==> config.mk <==
export PLATFORM = sky130hd
export DESIGN_NAME = add_sub_arbiter
export DESIGN_NICKNAME = d
export VERILOG_FILES = /design/src/rtl/add_sub_arbiter.sv
export SDC_FILE = /design/constraint.sdc
export NUM_CORES = 1
export LEC_CHECK = 0
export CELL_PAD_IN_SITES_DETAIL_PLACEMENT = 0
export CELL_PAD_IN_SITES_GLOBAL_PLACEMENT = 1
export CORE_ASPECT_RATIO = 1.1
export CORE_UTILIZATION = 30
export DETAILED_ROUTE_END_ITERATION = 8
export PLACE_DENSITY_LB_ADDON = 0.1
export RECOVER_POWER = 25
export SLEW_MARGIN = 20
export SYNTH_ARGS = -nofsm -noshare
export SYNTH_HDL_FRONTEND = slang
export SYNTH_SLANG_ARGS = --single-unit
==> constraint.sdc <==
create_clock -name clk -period 3.89 [get_ports clk]
set_clock_uncertainty 0.15 [all_clocks]
set_input_delay 0.778 -clock clk [delete_from_list [all_inputs] [get_ports clk]]
set_output_delay 0.778 -clock clk [all_outputs]
set_load 0.02 [all_outputs]
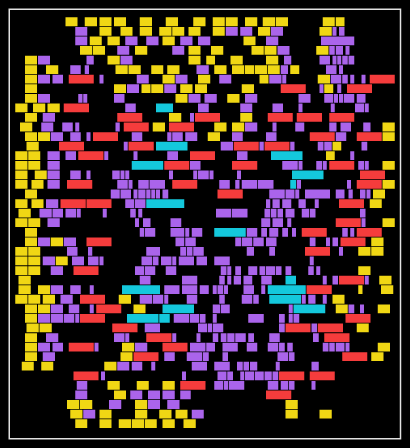
*Cell classes on the final placement*
colour	class	cells	share of their area
purple	all other logic	372	45%
red	flip-flops	59	20%
yellow	other buffers and delay cells	172	29%
cyan	clock drivers and dummy loads	16	6.0%
Util after Layout: 47.9%
Rows: 43
sequential share of cell area: 19.5%
cell area after layout: 0.00606 mm^2

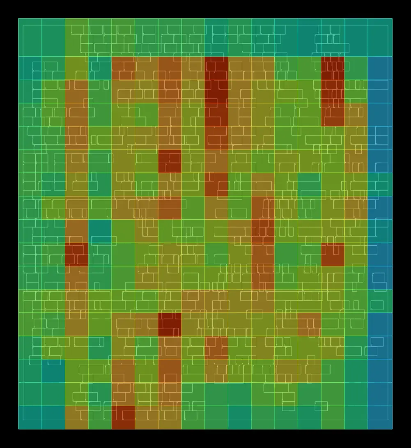
*Congestion heat map*
GR Util All Layers: 17.2%
GR Util met3: 3.83%
DR WL/cell: 15.1 um
met2 Use GR: 31.0%

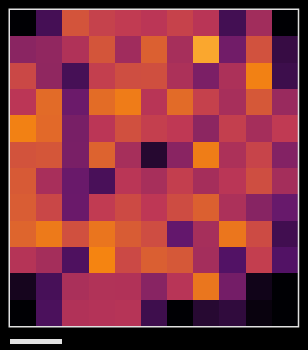
*Placement density heat map*
Scale bar: 20 um. 11 x 12 tiles, from black (low) to pale yellow (high), 0 to 100% covered.
mean over tiles	44%
nearly empty tiles	4.5%
emptiest ninth of the die	bottom right
densest ninth of the die	top middle
Core ar.: 0.0126 mm^2
FP Core Util: 30.9%

==> results.py <==
# Auto-generated metrics
metrics = {
    "clock_tree": {
        "cts_max_path_buffers": 2,
        "cts_tree": "done",
        "path_clk_slew_ps": 50,
        "postCtsSetupRepairBufs": 0,
        "htree_levels": 3,
        "insertion_delay_ps": 330,
        "cts.repair.resized": 0,
        "cts_buffers": 9,
    },
    "sta": {
        "hold_violations": 0,
        "slew_headroom_pct": 39.1,
        "tightest_slew_ps": 914,
        "fin_crit_ps": 3740,
        "tns_ps": 0,
        "slew_viol_final": 0,
        "setup_viol": 0,
    },
    "routing": {
        "drc_errors": 0,
        "drt-met1-wl_um": 5110,
        "vias": 3901,
        "wl_met3_um": 551,
        "routed_via_density": 5.03,
    },
    "logic_synthesis": {
        "ys_async_sr_fraction_pct": 0,
        "synth-seq-area-share_pct": 30.2,
        "synthCells": 457,
        "synthTopCellsByCount": "nand2_1 (70), mux2i_1 (67), dfxtp_1 (59)",
        "synth_area_mm2": 0.00390,
        "top_cells_by_area": "dfxtp_1 (30%), mux2i_1 (17%), o221ai_1 (7.6%)",
        "flop_cell": "dfxtp_1",
        "ys_ff": 59,
        "synth_cell_types": 44,
    },
    "global_route": {
        "antenna_found_initial": 0,
        "grt_overflow": 0,
        "grt_pass1_wl_um": 18400,
        "grt_max_degree": 39,
        "grt_pass1_vias": 3796,
    },
    "power": {
        "vdd_drop_max_uv": 224,
        "netSwitchingPower_w": 0.000821,
        "p_comb_share_pct": 35.2,
        "p_clk_share_pct": 35.7,
        "p_int_w": 0.00180,
        "total_power_w": 0.00262,
        "p_sw_share_pct": 31.3,
    },
    "job": {
        "cap_viol_max_count": 0,
        "warnings": 29,
    },
    "floorplan": {
        "die_h_um": 122,
        "dieArea_mm2": 0.0135,
        "ios": 163,
    },
    "worst_setup_path": {
        "ff2ff_path_depth": 12,
        "crit_type": "in2out",
        "crit_fanout": 5,
        "startpoint_type": "primary input",
    },
    "finish": {
        "antenna_cells": 0,
        "fin_nets": 774,
    },
    "placement": {
        "io_buffers": 162,
        "gp_congestion": 0.767,
        "dp_hpwl_um": 9380,
    },
    "hold_path": {
        "worstHoldPathCells": 2,
    },
    "outcome": {
        "status": "finished, final reports clean",
    },
}
power by group through the flow:
stage / Clock [W] / Combinational (W) / Sequential [W]
after global routing: 0.000979 / 0.00102 / 0.000776
after CTS: 0.000951 / 0.000936 / 0.000765
after floorplan: 0 / 0.000560 / 0.000784
after global placement: 0 / 0.000924 / 0.000777
after detailed placement: 0 / 0.000929 / 0.000778
final: 0.000935 / 0.000923 / 0.000763
metal layers:
metal  vias to the layer above  global-route usage, %
met5                         -                      0
met4                         0                   4.08
met3                         6                   3.83
met2                       117                   31.0
met1                      1764                   20.7
li1                       2014                      -
cells by family after synthesis:
family          Yosys count  synth area share [%]
compound gates          123                  21.9
xor+xnor                 24                  5.38
fa+ha+maj                21                  6.92
buf+inv                  35                  3.62
flops                    59                  30.2
mux                      67                  17.2
simple gates            128                  14.7
critical path, cell delays in order:
cell and delay (ps):
clkdlybuf4s50_1 540, nor2_1 70, a211o_1 300, nor2_1 190, nand2b_1 170, nor2b_1 140
clkdlybuf4s50_1 610
stage by stage:
step | setup slack (ps) | cells
6_report | 152 | 776
5_1_grt | 39.2 | 776
4_1_cts | 131 | 776
3_5_place_dp | 137 | 760
3_3_place_gp | 153 | 760
2_1_floorplan | 859 | 457
area by class of cell:
| type | instances | area, um^2 |
|---|---|---|
| Multi-Input combinational cell | 363 | 2600 |
| Tap cell | 157 | 196 |
| Clock buffer | 10 | 239 |
| Timing Repair Buffer | 172 | 1690 |
| Inverter | 9 | 33.8 |
| Fill cell | 1248 | 6590 |
| Sequential cell | 59 | 1180 |
| Clock inverter | 6 | 113 |
No activity file was given, so power comes from the tool's default toggle rates.
